Fig. 1: run 1, PDN straps and rails
Scale bar: 20 microns. Pins as bars on the die edge.
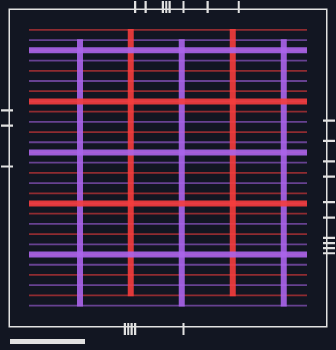
Fig. 2: run 1, placed cells, one colour a class
Fill, decap, tap and diode cells in grey.
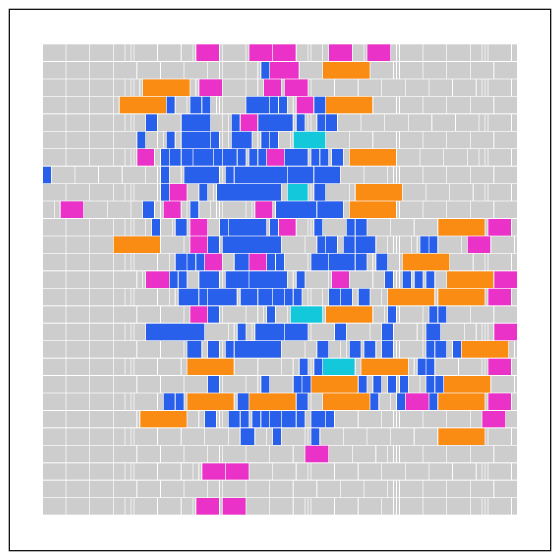
Fig. 3: run 1, clock wires, drivers and flops
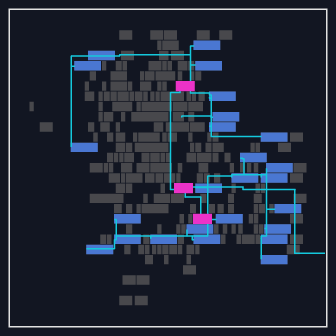
`config.mk`:
```
export PLATFORM = sky130hd
export DESIGN_NAME = vend_payment_fsm
export DESIGN_NICKNAME = d
export VERILOG_FILES = /design/src/rtl/vend_payment_fsm.sv
export SDC_FILE = /design/constraint.sdc
export NUM_CORES = 1
export LEC_CHECK = 0
export ABC_AREA = 1
export CORE_MARGIN = 5
export CORE_UTILIZATION = 25
export CTS_CLUSTER_DIAMETER = 60
export CTS_CLUSTER_SIZE = 10
export DETAILED_ROUTE_END_ITERATION = 10
export PLACE_DENSITY_LB_ADDON = 0.3
export SLEW_MARGIN = 20
export SYNTH_ARGS = -nofsm -noshare
export SYNTH_HDL_FRONTEND = slang
export SYNTH_SLANG_ARGS = --single-unit
```
`constraint.sdc`:
```
create_clock -name clk -period 3.3 [get_ports clk]
set_clock_uncertainty 0.05 [all_clocks]
set_input_delay 0.66 -clock clk [delete_from_list [all_inputs] [get_ports clk]]
set_output_delay 0.66 -clock clk [all_outputs]
set_load 0.02 [all_outputs]
```
`src/rtl/vend_payment_fsm.sv`:
```
// Payment controller: latches the item price, accumulates coins, dispenses, returns change or refunds.
// Optional idle auto-refund in COLLECT is enabled by defining VEND_TIMEOUT_EN.
module vend_payment_fsm #(
   parameter int unsigned CREDIT_W       = 5,
   parameter int unsigned TIMEOUT_CYCLES = 1000
) (
   input  logic                clk,
   input  logic                rst,
   input  logic                start,
   input  logic [3:0]          price_binary,
   input  logic                coin_valid,
   input  logic [1:0]          coin_code,
   input  logic                cancel,
   output logic                busy,
   output logic [CREDIT_W-1:0] credit,
   output logic                dispense,
   output logic                change_valid,
   output logic [CREDIT_W-1:0] change,
   output logic                coin_reject,
   output logic                timeout
);

   typedef enum logic [1:0] {
      S_IDLE,
      S_COLLECT,
      S_DISPENSE,
      S_REFUND
   } state_t;

   state_t              state, state_nx;
   logic [3:0]          price_r, price_nx;
   logic [CREDIT_W-1:0] credit_nx;
   logic [CREDIT_W-1:0] chg_r, chg_nx;
   logic [CREDIT_W-1:0] coin_val, sum;
   logic                busy_nx, dispense_nx, change_valid_nx, coin_reject_nx, timeout_nx;
   logic [CREDIT_W-1:0] change_nx;
   logic                pay_out;

`ifdef VEND_TIMEOUT_EN
   localparam int unsigned CNT_W = (TIMEOUT_CYCLES > 1) ? $clog2(TIMEOUT_CYCLES) : 1;
   logic [CNT_W-1:0] cnt, cnt_nx;
   logic             to_r, to_nx;
   logic             timeout_hit;
`endif

   always_comb begin
      case (coin_code)
         2'b00:   coin_val = CREDIT_W'(1);
         2'b01:   coin_val = CREDIT_W'(2);
         2'b10:   coin_val = CREDIT_W'(5);
         default: coin_val = CREDIT_W'(10);
      endcase
   end

   assign sum = credit + (coin_valid ? coin_val : '0);

   always_comb begin
      state_nx  = state;
      price_nx  = price_r;
      credit_nx = credit;
      chg_nx    = chg_r;
`ifdef VEND_TIMEOUT_EN
      cnt_nx      = cnt;
      to_nx       = to_r;
      // An accepted coin or cancel in the same cycle always wins over the timeout.
      timeout_hit = !coin_valid && !cancel && (cnt == CNT_W'(TIMEOUT_CYCLES - 1));
`endif
      case (state)
         S_IDLE: begin
            if (start) begin
               price_nx  = price_binary;
               credit_nx = '0;
`ifdef VEND_TIMEOUT_EN
               cnt_nx = '0;
               to_nx  = 1'b0;
`endif
               if (price_binary == 4'd0) begin
                  state_nx = S_DISPENSE;
                  chg_nx   = '0;
               end else begin
                  state_nx = S_COLLECT;
               end
            end
         end
         S_COLLECT: begin
            credit_nx = sum;
            if (cancel) begin
               state_nx = S_REFUND;
               chg_nx   = sum;
            end else if (sum >= CREDIT_W'(price_r)) begin
               state_nx = S_DISPENSE;
               chg_nx   = sum - CREDIT_W'(price_r);
            end
`ifdef VEND_TIMEOUT_EN
            else if (timeout_hit) begin
               state_nx = S_REFUND;
               chg_nx   = credit;
               to_nx    = 1'b1;
            end else begin
               cnt_nx = coin_valid ? '0 : cnt + 1'b1;
            end
`endif
         end
         default: begin
            state_nx  = S_IDLE;
            credit_nx = '0;
`ifdef VEND_TIMEOUT_EN
            to_nx = 1'b0;
`endif
         end
      endcase

      pay_out         = (state == S_DISPENSE) || (state == S_REFUND);
      busy_nx         = (state_nx != S_IDLE);
      dispense_nx     = (state == S_DISPENSE);
      change_valid_nx = pay_out && (chg_r != '0);
      change_nx       = pay_out ? chg_r : '0;
      coin_reject_nx  = coin_valid && (state != S_COLLECT);
`ifdef VEND_TIMEOUT_EN
      timeout_nx = (state == S_REFUND) && to_r;
`else
      timeout_nx = 1'b0;
`endif
   end

   always_ff @(posedge clk) begin
      if (rst) begin
         state        <= S_IDLE;
         price_r      <= '0;
         credit       <= '0;
         chg_r        <= '0;
         busy         <= 1'b0;
         dispense     <= 1'b0;
         change_valid <= 1'b0;
         change       <= '0;
         coin_reject  <= 1'b0;
         timeout      <= 1'b0;
      end else begin
         state        <= state_nx;
         price_r      <= price_nx;
         credit       <= credit_nx;
         chg_r        <= chg_nx;
         busy         <= busy_nx;
         dispense     <= dispense_nx;
         change_valid <= change_valid_nx;
         change       <= change_nx;
         coin_reject  <= coin_reject_nx;
         timeout      <= timeout_nx;
      end
   end

`ifdef VEND_TIMEOUT_EN
   always_ff @(posedge clk) begin
      if (rst) begin
         cnt  <= '0;
         to_r <= 1'b0;
      end else begin
         cnt  <= cnt_nx;
         to_r <= to_nx;
      end
   end
`endif

endmodule
```
==> results.cfg, run 1 <==
; flow metrics
[outcome]
run_status = finished clean

[synthesis]
synth.top_cell.area_share_pct = 36.4
top_cells_by_count = sky130_fd_sc_hd__nand2_1, sky130_fd_sc_hd__inv_1, sky130_fd_sc_hd__dfxtp_1
mux_share_pct = 0.727
ys.flop_type = sky130_fd_sc_hd__dfxtp_1
synth_flops = 25
post_synth_ao_oa_area_fraction_pct = 11.5

[finish]
antenna_cells = 0
non_filler_cells_final = 294
flip_flops = 25
layout.non_clock_inverters = 30
layout.cell_area.non_filler_sq_um = 1930
area.share.combinational_pct = 42.3
post_route_cells_drive_above_1_share_pct = 20.7
ff_latch_area_sq_um = 500
final-nonclk-buf-share_pct = 18.5

[worst_setup_path]
setup.reg_to_reg.worst_slack_ps = 750
crit_path_max_fanout = 4
critical_path_buf_inv_count = 2
critical_path.startpoint_type = input port
r2r_start = credit[0]
worstSetupStartpoint = coin_code[0]
critical_path_arrival_ps = 3200
cpMaxStageDelayCell = sky130_fd_sc_hd__clkdlybuf4s50_1
reg2reg_depth = 13
cp_cell_sequence = clkdlybuf4s50_1, buf_4, nor3_2, ha_2, a21oi_2, nand2_1, nand2_1, nand2_1, ha_4, nand2_2, o21ai_2, a21oi_4, nand2_1, nand2_1, nand2_1, nand2_1, nor2_1, nor2_1
crit_path_end = busy

[detailed_routing]
num_vias = 1244
vias_per_cell = 4.23
metal1_wirelength_microns = 1410
route.detailed.drc = 0
detail_route.iter0.violations = 43
dr_wl_met3_microns = 153

[min_path]
min_to = dispense
hold_path.startpoint = state[0]

[clocking]
cts_tree = done
post_cts.repair.setup_buffers = 0
cts-buffers-inserted = 3
clk_root_buffer_cell = sky130_fd_sc_hd__clkbuf_8
post_cts_resized = 0
cts_sinks = 25
cts-root-to-sink-buffers = 2
h-tree-depth = 1

[power_and_ir_drop]
power_per_cell_area_nw_per_um2 = 404
pwr-share-seq_pct = 42.3
comb_power_share_pct = 32.5
power.share.switching_pct = 32.7
pwr.group.sequential_w = 0.000329

[floorplanning]
dieHeight_microns = 84.2
floorplan.initialDensity_pct = 25.3

[global_route]
gr-total-overflow = 0
first_pass_grt_wire_length_microns = 5230
globalRouteMet3Util_pct = 2.16
number_of_global_route_vias_before_repair = 1141
global_routing_s_busiest_layer = met2

[placement]
buffer_ports.inserted = 24

[timing]
hold_viol_final = 0
maximum_clock_frequency_ghz = 0.323
final_min_period_over_clock_period_pct = 93.7
final_period_minus_worst_setup_slack_ps = 3090
setup_tns_ps = 0
final.setup.worst_slack_ps = 209
worst-slew-pin-transition_ps = 624
-- Fig. 1 (at the start) --
legend:
  red:
    net: VDD
  purple:
    net: VSS
met4 straps: 5
rows: 27
met5 straps: 5
signal pins: 26
met1 rails: 28

-- Fig. 2 (at the start) --
legend:
  blue:
    class: all other logic
    cells: 154
    share_of_their_area: 51%
  magenta:
    class: other buffers and delay cells
    cells: 39
    share_of_their_area: 19%
  orange:
    class: flip-flops
    cells: 25
    share_of_their_area: 27%
  cyan:
    class: clock drivers and dummy loads
    cells: 4
    share_of_their_area: 2.7%

-- Fig. 3 (at the start) --
legend:
  magenta:
    item: cells driving clock nets
    count: 3
  cyan:
    item: clock wires
    length: 337 microns
  blue:
    item: flip-flops
    count: 25
routed clock nets: 4
P_clk: 0.000196 W
clock power share: 25.1%
clock latency at the later pin of the worst-skew pair: 280 ps

Fig. 4: run 1, the clock network
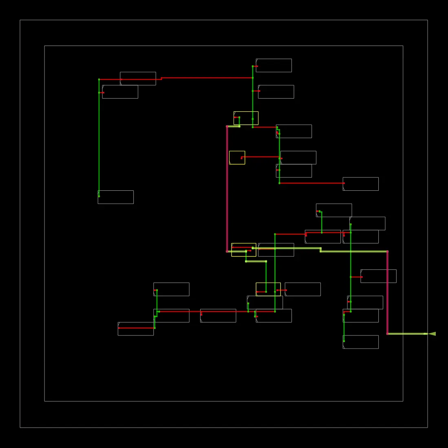

## Run 2: what changed since run 1
--- a/config.mk
+++ b/config.mk
@@ -5,9 +5,8 @@
 export SDC_FILE = /design/constraint.sdc
 export NUM_CORES = 1
 export LEC_CHECK = 0
-export ABC_AREA = 1
 export CORE_MARGIN = 5
-export CORE_UTILIZATION = 25
+export CORE_UTILIZATION = 51
 export CTS_CLUSTER_DIAMETER = 60
 export CTS_CLUSTER_SIZE = 10
 export DETAILED_ROUTE_END_ITERATION = 10
Fig. 5: run 2, the clock network
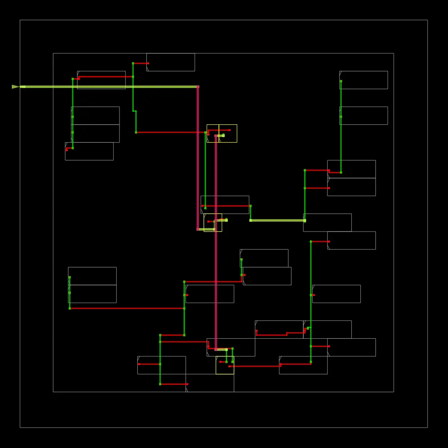
clock latency at the later pin of the worst-skew pair: 330 ps
clock buffer instance count of the final layout: 3

Fig. 6: run 2, placed cells, one colour a class
Fill, decap, tap and diode cells in grey.
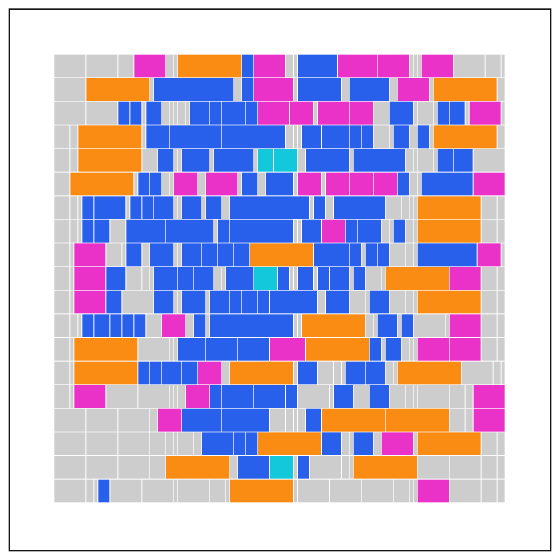
legend:
  orange:
    class: flip-flops
    cells: 25
    share_of_their_area: 28%
  cyan:
    class: clock drivers and dummy loads
    cells: 4
    share_of_their_area: 1.5%
  magenta:
    class: other buffers and delay cells
    cells: 38
    share_of_their_area: 20%
  blue:
    class: all other logic
    cells: 127
    share_of_their_area: 51%

==> run 2 against run 1 <==
Die size fell by 45%; sequential power rose by 3%; cell area fell by 4.2%; setup slack improved by 120 ps; hold slack improved by 40 ps; largest power group unchanged; core utilization rose by 33 points; register-to-register slack got worse by 160 ps; final cell count fell by 23%.
==> results.cfg, run 2 <==
; flow metrics
[outcome]
run_status = finished clean

[worst_setup_path]
cp_cell_sequence = clkdlybuf4s50_1, and2_1, ha_1, a21oi_2, xnor2_2, ha_1, o211ai_1, a311oi_4, buf_6, mux2i_1
r2r_start = credit[0]
critical_path_depth = 10
worstSetupStartpoint = coin_code[1]
cpMaxStageDelayCell = sky130_fd_sc_hd__clkdlybuf4s50_1
crit_path_max_fanout = 5
crit_path_end = chg_r[3]
critical_path.startpoint_type = input port
critical_path_arrival_ps = 3180
reg2reg_depth = 10
ws_path_type = input port to flip-flop
critical_path_buf_inv_count = 2
setup.reg_to_reg.worst_slack_ps = 590

[finish]
final_cell_mix = sky130_fd_sc_hd__dfxtp_1, sky130_fd_sc_hd__nor2_1, sky130_fd_sc_hd__clkdlybuf4s50_1, sky130_fd_sc_hd__buf_4, sky130_fd_sc_hd__a21oi_1
flip_flops = 25
layout.cell_area.non_filler_sq_um = 1840
non_filler_cells_final = 225
area.share.combinational_pct = 47.8
post_route_cells_drive_above_1_share_pct = 18.6
layout.non_clock_inverters = 11
antenna_cells = 0
final-nonclk-buf-share_pct = 19.2
ff_latch_area_sq_um = 500
area_dominant_class = multi-input combinational cells
largest_registers = change: 5 flops, chg_r: 5 flops, credit: 5 flops

[global_route]
gr-total-overflow = 0
globalRouteMet3Util_pct = 3.06
first_pass_grt_wire_length_microns = 5640
global_routing_s_busiest_layer = met2
number_of_global_route_vias_before_repair = 1209

[power_and_ir_drop]
internal_power_w = 0.000469
power_per_cell_area_nw_per_um2 = 375
pwr-share-seq_pct = 48.9
comb_power_share_pct = 30.5
pwr.group.clock_w = 0.000142
power.share.switching_pct = 32.2
power.share.clock_pct = 20.6
pwr.group.sequential_w = 0.000338
power.net_switching_w = 0.000222

[detailed_routing]
num_vias = 1220
dr_wl_met3_microns = 203
detail_route.iter0.violations = 42
metal1_wirelength_microns = 1380
top_layer = met4
wl_microns = 3400
route.detailed.drc = 0
vias_per_cell = 5.42

[synthesis]
post_synth_ao_oa_area_fraction_pct = 12.8
floorplan.nets = 179
number_of_synthesized_flops_with_an_enable_pin = 0
synth-xor-area-share_pct = 2.43
synth_stat.cells = 158
ys_sh_adder_pct = 10.1
synth.top_cell.area_share_pct = 36.0
ys.flop_type = sky130_fd_sc_hd__dfxtp_1
synth_flops = 25
mux_share_pct = 6.21
top_cells_by_count = sky130_fd_sc_hd__dfxtp_1, sky130_fd_sc_hd__nor2_1, sky130_fd_sc_hd__a21oi_1

[timing]
final_min_period_over_clock_period_pct = 89.9
final_period_minus_worst_setup_slack_ps = 2970
final.setup.worst_slack_ps = 332
setup_tns_ps = 0
hold_viol_final = 0
worst-slew-pin-transition_ps = 632
maximum_clock_frequency_ghz = 0.337

[min_path]
min_to = chg_r[1]
hold_path.startpoint = chg_r[1]

[placement]
buffer_ports.inserted = 24

[clocking]
cts_sinks = 25
h-tree-depth = 1
clk_root_buffer_cell = sky130_fd_sc_hd__clkbuf_4
cts_tree = done
cts-root-to-sink-buffers = 2
post_cts_resized = 1
cts-buffers-inserted = 3
post_cts.repair.setup_buffers = 0

[floorplanning]
fp.coreArea_sq_um = 2690
ios = 26
floorplan.initialDensity_pct = 51.7
dieHeight_microns = 62.2
Power and IR drop assume default switching activity.
